### Supply network

(3 px per µm) Pins as bars on the die edge.
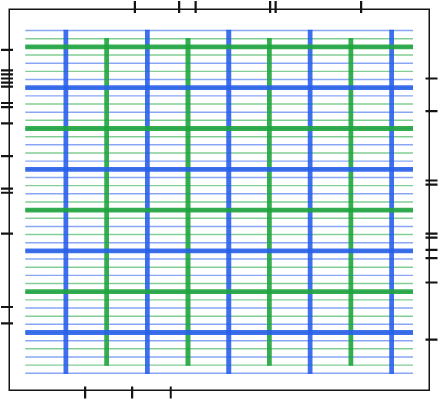
### Placed standard cells

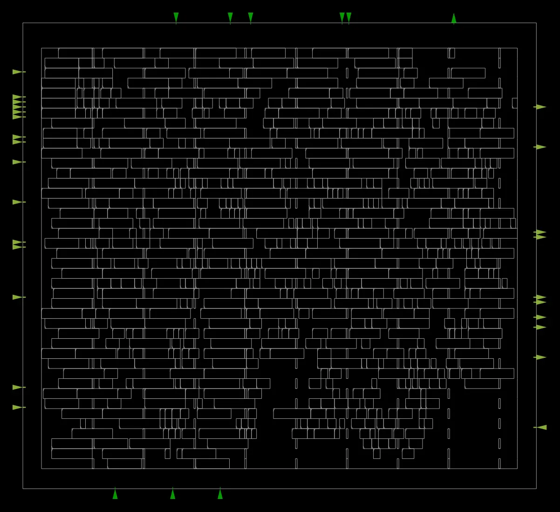
$ cat src/rtl/dac_spi_dispatch_if.sv
// Sample-stream and serial DAC bus bundle for dac_spi_dispatch.
// master: sample producer / bus observer; slave: the dispatcher itself.
interface dac_spi_dispatch_if #(
   parameter int W_CHAN = 5,
   parameter int W_DIN  = 16
);
   logic              dv_in;
   logic [W_CHAN-1:0] chan_in;
   logic [W_DIN-1:0]  data_in;
   logic              dac_sclk;
   logic              dac_mosi;
   logic              dac_cs_n;
   logic              busy;
   logic              done_out;
   logic [W_CHAN-1:0] done_chan;

   modport master (
      output dv_in, chan_in, data_in,
      input  dac_sclk, dac_mosi, dac_cs_n, busy, done_out, done_chan
   );

   modport slave (
      input  dv_in, chan_in, data_in,
      output dac_sclk, dac_mosi, dac_cs_n, busy, done_out, done_chan
   );
endinterface

$ cat src/rtl/dac_spi_dispatch.sv
// dac_spi_dispatch: takes per-channel samples from the output filter, keeps
// the latest sample per channel, and ships them round-robin to a serial DAC
// as 24-bit frames {4'b0011, chan[3:0], data[15:0]}, MSB first.
// Optional macro DAC_SPI_INIT_EN: after every reset release, send the
// internal-reference-enable word 24'h380001 once before any channel frame.
//
// state | meaning
// IDLE  | no frame in flight; waits for a pending channel (or the init word)
// LOAD  | one cycle: pick channel round-robin, latch frame, clear its pend bit
// INIT  | one cycle: latch the init word (only with DAC_SPI_INIT_EN)
// SHIFT | cs_n low, 24 bits clocked out, CLK_DIV cycles per sclk half-period
// GAP   | cs_n high for CLK_DIV cycles, then done pulse and back to IDLE
module dac_spi_dispatch #(
   parameter int N_CHAN  = 8,
   parameter int W_CHAN  = 5,
   parameter int W_DIN   = 16,
   parameter int CLK_DIV = 4
)(
   input logic              clk_in,
   input logic              rst_in,
   dac_spi_dispatch_if.slave bus
);

   localparam int W_IDX = (N_CHAN > 1) ? $clog2(N_CHAN) : 1;
   localparam int W_DIV = (CLK_DIV > 1) ? $clog2(CLK_DIV) : 1;
   localparam logic [W_DIV-1:0]  DIV_LOAD = W_DIV'(CLK_DIV - 1);
   localparam logic [W_CHAN:0]   N_CHAN_W = (W_CHAN + 1)'(N_CHAN);
   localparam logic [W_IDX-1:0]  LAST_RST = W_IDX'(N_CHAN - 1);
`ifdef DAC_SPI_INIT_EN
   localparam logic [23:0]       INIT_WORD = 24'h380001;
`endif

   typedef enum logic [2:0] {
      IDLE,
      LOAD,
      SHIFT,
      GAP
`ifdef DAC_SPI_INIT_EN
      , INIT
`endif
   } state_t;

   state_t             state;
   logic               dv_q;
   logic [W_CHAN-1:0]  chan_q;
   logic [W_DIN-1:0]   data_q;
   logic [N_CHAN-1:0]  pend;
   logic [W_IDX-1:0]   last_served;
   logic [W_IDX-1:0]   sel;
   logic [W_IDX-1:0]   rr_sel;
   logic [22:0]        shift_reg;
   logic [4:0]         bit_cnt;
   logic [W_DIV-1:0]   div_cnt;
   logic [23:0]        frame_word;
   logic               sclk_q;
   logic               mosi_q;
   logic               cs_n_q;
   logic               done_q;
   logic [W_CHAN-1:0]  done_chan_q;
   logic               wr_en;
   logic [W_IDX-1:0]   wr_idx;
   logic [W_DIN-1:0]   data_mem [N_CHAN];
`ifdef DAC_SPI_INIT_EN
   logic               init_pend;
   logic               is_init;
`endif

   // Samples are registered once so dv_in never competes with the arbiter
   // in the same cycle; out-of-range channels are simply dropped.
   assign wr_en  = dv_q && ({1'b0, chan_q} < N_CHAN_W);
   assign wr_idx = chan_q[W_IDX-1:0];

   assign bus.dac_sclk  = sclk_q;
   assign bus.dac_mosi  = mosi_q;
   assign bus.dac_cs_n  = cs_n_q;
   assign bus.busy      = (state != IDLE);
   assign bus.done_out  = done_q;
   assign bus.done_chan = done_chan_q;

   // Round-robin pick: first pending channel after the one served last.
   always_comb begin
      logic found;
      int   idx;
      found  = 1'b0;
      idx    = 0;
      rr_sel = last_served;
      for (int i = 1; i <= N_CHAN; i++) begin
         idx = (int'(last_served) + i) % N_CHAN;
         if (!found && pend[W_IDX'(idx)]) begin
            found  = 1'b1;
            rr_sel = W_IDX'(idx);
         end
      end
   end

   // Word to be latched on the LOAD (or INIT) cycle.
   always_comb begin
      frame_word = {4'b0011, 4'(rr_sel), data_mem[rr_sel]};
`ifdef DAC_SPI_INIT_EN
      if (state == INIT) frame_word = INIT_WORD;
`endif
   end

   // Sample store; deliberately not reset so data survives a reset.
   always_ff @(posedge clk_in) begin
      if (wr_en) data_mem[wr_idx] <= data_q;
   end

   // Frame sequencer with registered serial outputs and pend bookkeeping.
   always_ff @(posedge clk_in or negedge rst_in) begin
      if (!rst_in) begin
         state       <= IDLE;
         dv_q        <= 1'b0;
         chan_q      <= '0;
         data_q      <= '0;
         pend        <= '0;
         last_served <= LAST_RST;
         sel         <= '0;
         shift_reg   <= '0;
         bit_cnt     <= '0;
         div_cnt     <= '0;
         sclk_q      <= 1'b0;
         mosi_q      <= 1'b0;
         cs_n_q      <= 1'b1;
         done_q      <= 1'b0;
         done_chan_q <= '0;
`ifdef DAC_SPI_INIT_EN
         init_pend   <= 1'b1;
         is_init     <= 1'b0;
`endif
      end else begin
         dv_q   <= bus.dv_in;
         chan_q <= bus.chan_in;
         data_q <= bus.data_in;
         done_q <= 1'b0;

         case (state)
            IDLE: begin
`ifdef DAC_SPI_INIT_EN
               if (init_pend)  state <= INIT;
               else
`endif
               if (|pend)      state <= LOAD;
            end

            LOAD: begin
               sel               <= rr_sel;
               last_served       <= rr_sel;
               pend[rr_sel]      <= 1'b0;
`ifdef DAC_SPI_INIT_EN
               is_init           <= 1'b0;
`endif
               cs_n_q            <= 1'b0;
               sclk_q            <= 1'b1;
               mosi_q            <= frame_word[23];
               shift_reg         <= frame_word[22:0];
               bit_cnt           <= 5'd23;
               div_cnt           <= DIV_LOAD;
               state             <= SHIFT;
            end

`ifdef DAC_SPI_INIT_EN
            INIT: begin
               init_pend         <= 1'b0;
               is_init           <= 1'b1;
               cs_n_q            <= 1'b0;
               sclk_q            <= 1'b1;
               mosi_q            <= frame_word[23];
               shift_reg         <= frame_word[22:0];
               bit_cnt           <= 5'd23;
               div_cnt           <= DIV_LOAD;
               state             <= SHIFT;
            end
`endif

            SHIFT: begin
               if (div_cnt != '0) begin
                  div_cnt <= div_cnt - 1'b1;
               end else begin
                  div_cnt <= DIV_LOAD;
                  if (sclk_q) begin
                     sclk_q <= 1'b0;
                  end else if (bit_cnt == 5'd0) begin
                     cs_n_q <= 1'b1;
                     state  <= GAP;
                  end else begin
                     bit_cnt   <= bit_cnt - 1'b1;
                     sclk_q    <= 1'b1;
                     mosi_q    <= shift_reg[22];
                     shift_reg <= {shift_reg[21:0], 1'b0};
                  end
               end
            end

            GAP: begin
               if (div_cnt != '0) begin
                  div_cnt <= div_cnt - 1'b1;
               end else begin
                  state <= IDLE;
`ifdef DAC_SPI_INIT_EN
                  if (!is_init) begin
                     done_q      <= 1'b1;
                     done_chan_q <= W_CHAN'(sel);
                  end
`else
                  done_q      <= 1'b1;
                  done_chan_q <= W_CHAN'(sel);
`endif
               end
            end

            default: state <= IDLE;
         endcase

         // A sample landing on the LOAD cycle must survive the clear above.
         if (wr_en) pend[wr_idx] <= 1'b1;
      end
   end

endmodule

$ cat src/flat_wrapper.sv
// flat-port wrapper written by rule: the top's interface ports become plain ports
module dac_spi_dispatch_flat 
#(
   parameter int N_CHAN  = 8,
   parameter int W_CHAN  = 5,
   parameter int W_DIN   = 16,
   parameter int CLK_DIV = 4
)
  (clk_in, rst_in, bus_dv_in, bus_chan_in, bus_data_in, bus_dac_sclk, bus_dac_mosi, bus_dac_cs_n, bus_busy, bus_done_out, bus_done_chan);
  dac_spi_dispatch_if #(.W_CHAN(W_CHAN), .W_DIN(W_DIN)) bus_i ();
  input logic clk_in;
  input logic rst_in;
  input wire logic [$bits(bus_i.dv_in)-1:0] bus_dv_in;
  input wire logic [$bits(bus_i.chan_in)-1:0] bus_chan_in;
  input wire logic [$bits(bus_i.data_in)-1:0] bus_data_in;
  output wire logic [$bits(bus_i.dac_sclk)-1:0] bus_dac_sclk;
  output wire logic [$bits(bus_i.dac_mosi)-1:0] bus_dac_mosi;
  output wire logic [$bits(bus_i.dac_cs_n)-1:0] bus_dac_cs_n;
  output wire logic [$bits(bus_i.busy)-1:0] bus_busy;
  output wire logic [$bits(bus_i.done_out)-1:0] bus_done_out;
  output wire logic [$bits(bus_i.done_chan)-1:0] bus_done_chan;
  assign bus_i.dv_in = bus_dv_in;
  assign bus_i.chan_in = bus_chan_in;
  assign bus_i.data_in = bus_data_in;
  assign bus_dac_sclk = bus_i.dac_sclk;
  assign bus_dac_mosi = bus_i.dac_mosi;
  assign bus_dac_cs_n = bus_i.dac_cs_n;
  assign bus_busy = bus_i.busy;
  assign bus_done_out = bus_i.done_out;
  assign bus_done_chan = bus_i.done_chan;
  dac_spi_dispatch #(.N_CHAN(N_CHAN), .W_CHAN(W_CHAN), .W_DIN(W_DIN), .CLK_DIV(CLK_DIV)) u_core (.clk_in(clk_in), .rst_in(rst_in), .bus(bus_i));
endmodule
$ cat config.mk
export PLATFORM = sky130hd
export DESIGN_NAME = dac_spi_dispatch_flat
export DESIGN_NICKNAME = d
export VERILOG_FILES = /design/src/rtl/dac_spi_dispatch_if.sv /design/src/rtl/dac_spi_dispatch.sv /design/src/flat_wrapper.sv
export SDC_FILE = /design/constraint.sdc
export NUM_CORES = 1
export LEC_CHECK = 0
export CAP_MARGIN = 20
export CORE_ASPECT_RATIO = 0.9
export CORE_MARGIN = 5
export CORE_UTILIZATION = 61
export CTS_CLUSTER_DIAMETER = 60
export DETAILED_ROUTE_END_ITERATION = 6
export DONT_BUFFER_PORTS = 1
export PLACE_DENSITY = 0.77
export SETUP_SLACK_MARGIN = 0.4
export SLEW_MARGIN = 20
export SYNTH_ARGS = -nofsm -noshare
export SYNTH_HDL_FRONTEND = slang
export SYNTH_SLANG_ARGS = --single-unit
$ cat constraint.sdc
create_clock -name clk_in -period 7.9 [get_ports clk_in]
set_clock_uncertainty 0.2 [all_clocks]
set_input_delay 1.58 -clock clk_in [delete_from_list [all_inputs] [get_ports clk_in]]
set_output_delay 1.58 -clock clk_in [all_outputs]
set_load 0.005 [all_outputs]
==> results.txt <==
flow finished, numbers: Top Layout Cells=edfxtp_1, nand2_1, dfrtp_1, MUX area fraction=0.105, Routed met1 length=just over 8000 µm, yosys stat cell total=approximately 690, Final non-clock buffer share=0.0120, max FFs per register=between 100 and 150, H-tree Lvls=1, I/O Buffers=0, fin area=around 10000 µm², status=complete, no violations, GR Layer Usage met2=0.377, Tap Cells=slightly below 200, FFs w/ async S/R, synth=0.369, commonest cells in the netlist=edfxtp_1, nand2_1, dfrtp_1, Hold Violations, Final=0, post-synth cell types=around 63, most frequent logic cell in the layout=edfxtp_1, Basic Gates by Area=0.0966, Pre-Repair DR Iteration Count=6, Flop area=about 5700 µm², count of library flops with an enable pin=about 130, Root Driver=clkbuf_16, critical path startpoint=u_core.last_served[0], Synth top cell by count=edfxtp_1, sum of negative setup slack=0 ns, routing usage on met3=0.0444, Max Used Layer=met4, register area share after synthesis=0.622, 1st-iter DRT viols=between 500 and 600, post-route ant nets=0, dpl hpwl=roughly 12000 µm, Crit. End Element=flip-flop, HP Class=flip-flop to flip-flop, Post-CTS Setup Bufs=0, Row Count=~42, CP Buf/Inv Count=3
-- 'Supply network' (at the start) --
| colour | net |
|---|---|
| green | VDD |
| blue | VSS |
signal pins: 34
met5 straps: 8
met1 rails: 43
met4 straps: 9
Die Span X: 139 µm
core box area: 14800 µm²
Die Ht: 127 µm

-- 'Placed standard cells' (at the start) --
Finished Layout Cells: 898
Seq area share: 0.571
Filler cells: 1019
final cell utilization of the core: 0.679
flop count: 203

